### config.mk
export PLATFORM = sky130hd
export DESIGN_NAME = usb_data_buffer
export DESIGN_NICKNAME = d
export VERILOG_FILES = /design/src/rtl/usb_data_buffer.sv
export SDC_FILE = /design/constraint.sdc
export NUM_CORES = 1
export LEC_CHECK = 0
export ABC_AREA = 1
export CORE_MARGIN = 8
export CORE_UTILIZATION = 55
export CTS_CLUSTER_DIAMETER = 200
export DETAILED_ROUTE_END_ITERATION = 10
export PLACE_DENSITY = 0.81
export SLEW_MARGIN = 20
export SYNTH_ARGS = -nofsm -noshare
export SYNTH_HDL_FRONTEND = slang
export SYNTH_SLANG_ARGS = --single-unit
### constraint.sdc
create_clock -name clk -period 5.5 [get_ports clk]
set_clock_uncertainty 0.15 [all_clocks]
set_input_delay 0.55 -clock clk [delete_from_list [all_inputs] [get_ports clk]]
set_output_delay 0.55 -clock clk [all_outputs]
set_load 0.02 [all_outputs]
### src/rtl/usb_data_buffer.sv
// 64-byte endpoint FIFO shared by the AHB slave registers and the USB RX/TX packet engines.
// Define DATA_BUFFER_ERR_EN to add the sticky overflow/underflow flags.
module usb_data_buffer #(
    parameter int unsigned DEPTH  = 64,
    parameter int unsigned ADDR_W = 6
) (
    input  logic              clk,
    input  logic              n_rst,
    input  logic              clear,
    input  logic              store_tx_data,
    input  logic [7:0]        tx_data,
    input  logic              get_rx_data,
    output logic [7:0]        rx_data,
    input  logic              store_rx_packet_data,
    input  logic [7:0]        rx_packet_data,
    input  logic              get_tx_packet_data,
    output logic [7:0]        tx_packet_data,
    output logic [ADDR_W:0]   buffer_occupancy
`ifdef DATA_BUFFER_ERR_EN
    ,
    output logic              overflow,
    output logic              underflow
`endif
);

    localparam logic [ADDR_W:0] FullCount = (ADDR_W + 1)'(DEPTH);

    logic [7:0]        mem_q [DEPTH];
    logic [ADDR_W-1:0] wptr_q, wptr_d;
    logic [ADDR_W-1:0] rptr_q, rptr_d;
    logic [ADDR_W:0]   count_q, count_d;

    logic       wr, rd, empty, full, do_wr, do_rd;
    logic [7:0] wr_byte, head;

    always_comb begin
        wr      = store_rx_packet_data | store_tx_data;
        rd      = get_rx_data | get_tx_packet_data;
        // The USB RX engine wins a write collision; the AHB byte is lost.
        wr_byte = store_rx_packet_data ? rx_packet_data : tx_data;
        empty   = (count_q == '0);
        full    = (count_q == FullCount);
        do_rd   = rd & ~empty;
        // A simultaneous pop frees the slot, so a full buffer still accepts the write.
        do_wr   = wr & (~full | do_rd);

        wptr_d  = wptr_q;
        rptr_d  = rptr_q;
        count_d = count_q;
        if (clear) begin
            wptr_d  = '0;
            rptr_d  = '0;
            count_d = '0;
        end else begin
            wptr_d  = wptr_q + ADDR_W'(do_wr);
            rptr_d  = rptr_q + ADDR_W'(do_rd);
            count_d = count_q + (ADDR_W + 1)'(do_wr) - (ADDR_W + 1)'(do_rd);
        end
    end

    always_ff @(posedge clk, negedge n_rst) begin
        if (!n_rst) begin
            wptr_q  <= '0;
            rptr_q  <= '0;
            count_q <= '0;
        end else begin
            wptr_q  <= wptr_d;
            rptr_q  <= rptr_d;
            count_q <= count_d;
        end
    end

    always_ff @(posedge clk) begin
        if (!clear && do_wr) begin
            mem_q[wptr_q] <= wr_byte;
        end
    end

    always_comb begin
        head             = empty ? 8'h00 : mem_q[rptr_q];
        rx_data          = head;
        tx_packet_data   = head;
        buffer_occupancy = count_q;
    end

`ifdef DATA_BUFFER_ERR_EN
    logic overflow_q, overflow_d, underflow_q, underflow_d;

    always_comb begin
        overflow_d  = 1'b0;
        underflow_d = 1'b0;
        if (!clear) begin
            overflow_d  = overflow_q | (wr & ~do_wr) | (store_rx_packet_data & store_tx_data);
            underflow_d = underflow_q | (rd & empty);
        end
    end

    always_ff @(posedge clk, negedge n_rst) begin
        if (!n_rst) begin
            overflow_q  <= 1'b0;
            underflow_q <= 1'b0;
        end else begin
            overflow_q  <= overflow_d;
            underflow_q <= underflow_d;
        end
    end

    assign overflow  = overflow_q;
    assign underflow = underflow_q;
`endif

endmodule

run_1/clock_map.png
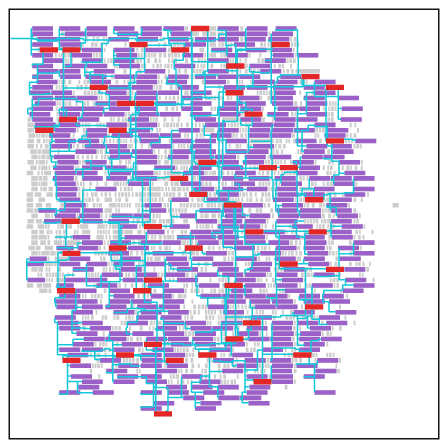
[flip-flops] purple | count: 531
[clock wires] cyan | length: 5460 um
[cells driving clock nets] red | count: 49
routed clock nets: 50
part of the power in the clock network: 0.279
clock latency reported for the late side of the worst-skew pair: 0.58 ns
Clock Power: 3.25 mW

run_1/gate_families.png
The bar under the picture is 50 um long.
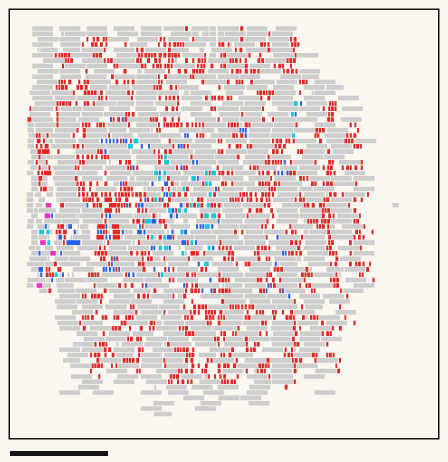
| family | colour | cells |
|---|---|---|
| XOR/XNOR gates | magenta | 5 |
| NOR gates | blue | 111 |
| NAND gates | red | 1093 |
| inverting AOI/OAI gates | cyan | 43 |

run_1/zoom.png
The bar under the picture is 10 um long. Window x 96 to 121, y 53 to 78 um. Cells in grey, sequential cells in the stronger grey; small squares are vias.
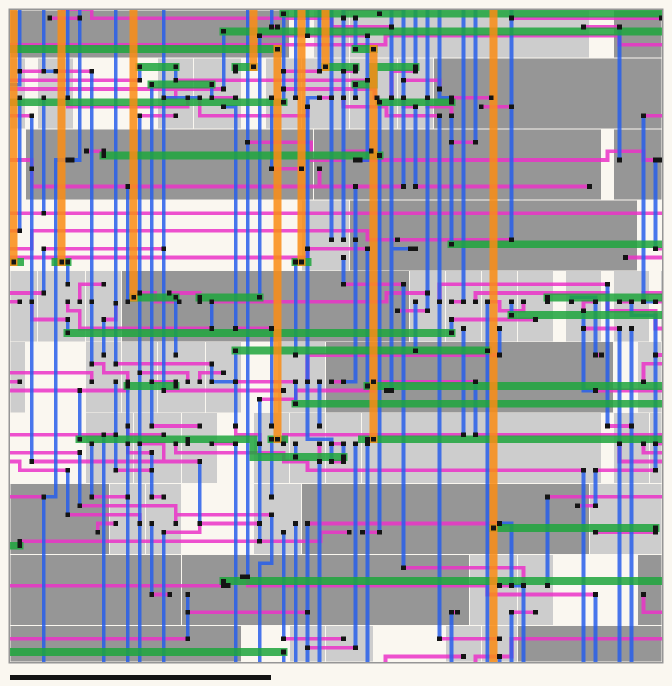
| layer | colour |
|---|---|
| met2 | blue |
| met1 | magenta |
| met3 | green |
| met4 | orange |
cells with their middle in the window: 54
netlist names of flops here include: mem_q (12)
sequential cells in the window: 12
most frequent: nand2_1 (24), nand3_1 (12), edfxtp_1 (12)

run_1/wire_density.png
22 x 22 tiles, from black (low) to pale yellow (high), scaled to the fullest tile. Values are wire area over tile area, all layers added.
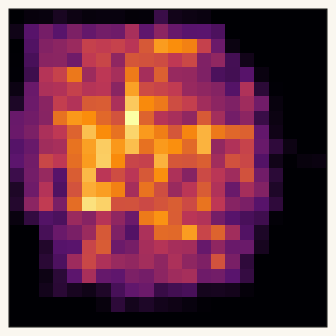
fullest tile: 0.66
densest ninth of the die: centre
tiles over half the peak: 24%
nearly empty tiles: 28%
mean over tiles: 0.19

==> qor.txt, run 1 <==
status: completed
endpoint required time on the critical path: 4.80 ns
flip-flops with a built-in enable: 512
FP Rows: 74
Syn. warnings: 0
Layout Area Growth over Synthesis: 9.80%
detailed-routed wire length on met3: 6.22 mm
RSZ-0062 raised after global routing: false
remaining max-slew budget at the tightest pin: 0.330
clock-cell share of area: 0.0613
number of logic gates: 1268
critical-path cell list: clkinv_2 > buf_4 > nand3_1 > nand3_1 > nand2_1 > nand2_1 > nand3_1 > nand3_1 > a21oi_1 > clkdlybuf4s50_1
registers: 531
post-CTS setup buffers: 0
max-cap viol count: 0
count of plain and timing-repair buffers in the layout: 68
area occupied by registers: 0.0159 sq mm
number of nets with antenna violations after routing: 0
multi-input logic portion of the cell area: 0.231
buffers and inverters on the worst path: 3
total power density per cell area: 475 mW/mm^2
sequential share of cell area: 0.647
time the worst path needs with I/O delays and setup: 5.24 ns
chip width: 217 um
routed len/inst: 21.1 um
clock slew at the register clock pins of the worst setup and hold paths: 0.07 ns
FP Util: 0.552
clock sink count: 531
Met1 Routed Length: 19.9 mm
hold-fix buffers at CTS: 0
kind of path behind the tightest hold check: input pin to async pin
final weighted congestion in routability-driven placement: 0.897
leading cell types by total area after synthesis: edfxtp_1, nand2_1, nand3_1, dfrtp_1, nor2_1
max-slew violation count: 0
quantity of gates resized following cts: 0
grt ovf: 0
most frequent cells in the layout: nand2_1, edfxtp_1, nand3_1, nor2_1, clkbuf_16
share of the clock period used by the worst path after layout: 0.953
H-tree depth: 2
uppermost layer routed: met4
worst slack on hold paths: 0.354 ns
register ranked first by flip-flop count: mem_q
Synth Register Bits: 531
buffering overhead: 0.0280
Placed Instance Area: 0.0230 sq mm
Setup violations, final: 0
aggregate global-route resource usage: 0.222
largest area contributor in the synthesized netlist: edfxtp_1
Layout Nets: 1986
Initial DRT Pass Iterations: 6
Post-Layout Inst Area: 0.0245 sq mm
Post-DP HPWL: 30.9 mm
Num CTS Buffers: 49
distinct cell type count after synthesis: 38
stage-log warning count: 31
count of filler cells inserted in the layout: 2908
top-count cell post-synth: nand2_1
share of async-settable or async-resettable flops after synthesis: 0.0358
origin of the worst setup path: rptr_q[1]
via count: 15200
Top Ports: 46
synthesized netlist cell count: 1950
most numerous cell types in the synthesized netlist: nand2_1, edfxtp_1, nand3_1, nor2_1, buf_2
floorplan die area: 0.0473 sq mm
cell with the biggest individual delay on the critical path: dfrtp_4
aggregate routed wire length: 53.1 mm
CP top delay family: buffers and inverters
commonest register cell after synthesis: edfxtp_1
Global Route met3 Usage: 0.0552
end point of the critical path: rx_data[2]
wire length on met2: 24.9 mm
post-synthesis sequential area ratio: 0.710
top area contributor share: 0.689
highest-count logic cell in the final layout: nand2_1
first-pass GRT wire length: 82.6 mm
number of global-route vias before repair: 14800
number of buffers added on ports: 45
data arrival time of the worst path: 4.54 ns
synthesized net count: 1986
clock buffer count: 70
Core Region: 0.0405 sq mm
number of remaining DRC errors: 0
DRC marker count from the first detailed-route iteration: 2139
invs w/o clock: 32
Cells after DPL: 2431
global-route layer with the greatest usage: met2
fin cells: 2519
area of the mapped netlist: 0.0223 sq mm
met1 track demand over resource: 0.290
Clock Tree Buf Depth: 3
Critical Path Fanout Max: 47
per-cell via count in the routed design: 6.04
number of cells traversed by the worst register-to-register path: 21
Die Y: 217 um
transition time at the pin with the least slew margin: 1.00 ns
reg2reg end: buffer_occupancy[6]
highest ir drop seen on vdd: 567 uV
yosys synthesis chip area: 0.0223 sq mm
Worst setup EP type: output port
Top class by area: sequential cells
root buffer cell: clkbuf_16
classification of the worst setup path: register to output port
maximum number of pins on one net before global-route repair: 163
leakage power summed over all cells: 8.84 nW
num tapcells: 532
accumulated negative setup slack: 0 ns
crit-path most repeated cell: nand3_1
launch instance of the worst register-to-register path: buffer_occupancy[3]
yosys cell count: 1950
per-instance average area after synthesis: 11.5 sq um
max incr delay on CP: 0.80 ns
Combinational Area: 0.00567 sq mm
number of diodes added for antenna fixing: 1
number of gates on the worst path with buffers counted: 10
number of antenna violations at the first check in global routing: 0
==> run 1: kinds of logic after synthesis <==
family	Yosys count	share of synthesized area
adder cells (fa/ha/maj)	13	0.00762
flip-flops	531	0.710
AND/OR/NAND/NOR	1205	0.231
buffers and inverters	151	0.0374
AND-OR/OR-AND	44	0.0114
XOR/XNOR	5	0.00196
multiplexers	1	0.000448
==> run 1: report_power, final <==
part | internal, mW | switching, mW
clock network | 1.84 | 1.41
registers | 4.53 | 0.104
logic | 1.15 | 2.61
==> run 1: through the flow <==
stage | setup slack (ns) | power (mW) | utilization
after detailed placement | 1.11 | 8.38 | 0.568
after global placement | 1.13 | 8.27 | 0.568
after global routing | 0.0770 | 12.2 | 0.606
final | 0.259 | 11.7 | 0.606
after floorplan | 2.41 | 7.35 | -
after CTS | 0.452 | 11.6 | 0.606
run_1/final_placement.png
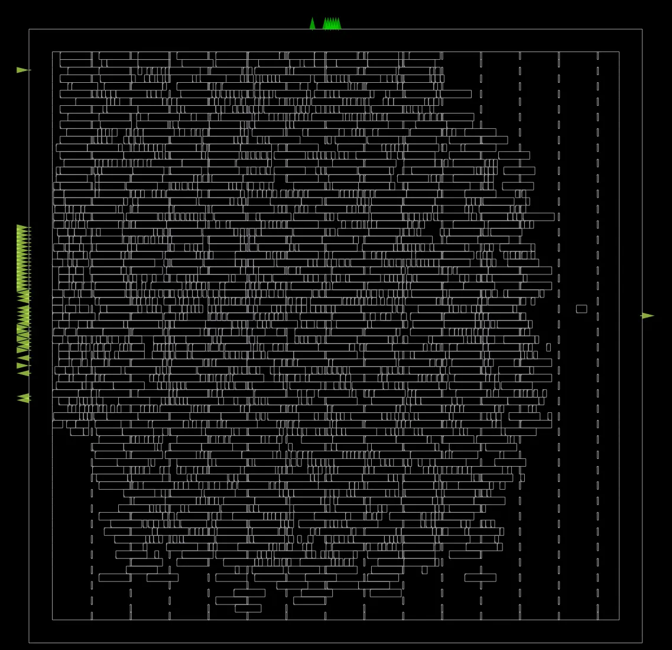

==> inputs of run 2 (changes only) <==
CAP_MARGIN = 20   (was unset)
CORE_UTILIZATION = 30   (was 55)
PLACE_DENSITY = 0.53   (was 0.81)
run_2/final_placement.png
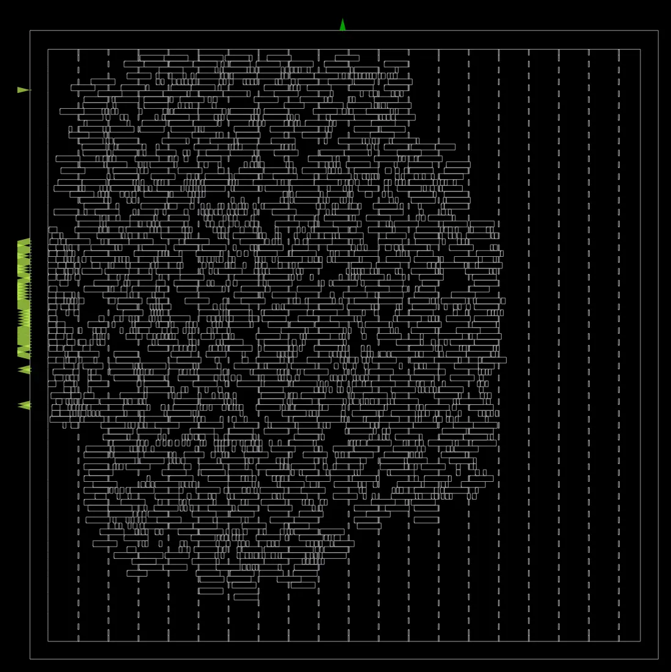
post-layout util: 0.339
sequential share of cell area: 0.631
FP Rows: 100
Core Region: 0.0741 sq mm
fin cells: 2963

==> run 2 against run 1 <==
Maximum frequency rose by 4.9%. Final cell count rose by 18%. Routed wire length grew 12%. First-iteration DRC count down 44%. Register-to-register slack improved by 0.06 ns. Flip-flop count unchanged. Sequential share of layout area down 1.6 points. Critical path type unchanged. Largest cell class unchanged.
==> qor.txt, run 2 <==
Pwr top: registers
remaining max-slew budget at the tightest pin: 0.239
reg2reg end: buffer_occupancy[6]
Reg power frac: 0.395
commonest register cell after synthesis: edfxtp_1
max incr delay on CP: 0.81 ns
number of gates on the worst path with buffers counted: 11
via count: 14600
count of plain and timing-repair buffers in the layout: 68
origin of the worst setup path: rptr_q[0]
endpoint required time on the critical path: 4.80 ns
top-count cell post-synth: nand2_1
max-cap viol count: 0
synthesized net count: 1986
combinational power: 3.76 mW
status: completed
buffers and inverters on the worst path: 3
number of nets with antenna violations after routing: 0
chip width: 289 um
Top Ports: 46
floorplan die area: 0.0834 sq mm
highest-count logic cell in the final layout: nand2_1
switching part of the total: 0.361
Placed Instance Area: 0.0236 sq mm
share of async-settable or async-resettable flops after synthesis: 0.0358
share of the clock period used by the worst path after layout: 0.909
final critical-path setup slack: 0.502 ns
clock-cell share of area: 0.0622
clock slew at the register clock pins of the worst setup and hold paths: 0.06 ns
crit-path most repeated cell: nand3_1
Combinational Area: 0.00566 sq mm
clock buffer count: 72
cell with the biggest individual delay on the critical path: clkdlybuf4s50_1
number of logic gates: 1268
Layout Area Growth over Synthesis: 12.5%
RSZ-0062 raised after global routing: false
number of cells traversed by the worst register-to-register path: 21
stage-log warning count: 30
clock latency reported for the late side of the worst-skew pair: 0.61 ns
Setup violations, final: 0
Int Power: 7.51 mW
CP top delay family: buffers and inverters
Layout Nets: 1991
hold-fix buffers at CTS: 0
post-synthesis sequential area ratio: 0.710
Top class by area: sequential cells
post-CTS setup buffers: 0
most frequent cells in the layout: nand2_1, edfxtp_1, nand3_1, nor2_1, clkbuf_16
number of global-route vias before repair: 14500
num tapcells: 969
number of remaining DRC errors: 0
routed len/inst: 20.0 um
Cells after DPL: 2868
number of antenna violations at the first check in global routing: 0
flip-flops with a built-in enable: 512
overall power of the completed layout: 11.8 mW
distinct cell type count after synthesis: 38
maximum number of pins on one net before global-route repair: 175
final weighted congestion in routability-driven placement: 0.821
Clock Power: 3.35 mW
number of diodes added for antenna fixing: 0
clock sink count: 531
total power density per cell area: 468 mW/mm^2
FP Util: 0.301
quantity of gates resized following cts: 0
Die Y: 289 um
[run 2: cell counts after synthesis]
Identical to the previous run, type by type.
[run 2: layer usage]
layer,vias up,wire [um],GRT usage
met3,86,3720,0.0245
li1,6791,-,-
met1,7272,27200,0.198
met2,470,26900,0.220
met5,-,0,0
met4,0,1420,0.0377
[run 2: cell families (layout without fill, tap and decap cells)]
| group | Yosys count | after routing | share of synthesized area |
|---|---|---|---|
| xor+xnor | 5 | 5 | 0.00196 |
| mux | 1 | 1 | 0.000448 |
| flops | 531 | 531 | 0.710 |
| buf+inv | 151 | 195 | 0.0374 |
| compound gates | 44 | 44 | 0.0114 |
| simple gates | 1205 | 1205 | 0.231 |
| fa+ha+maj | 13 | 13 | 0.00762 |
Power figures rest on the tool's default switching activity, not on a simulated workload.
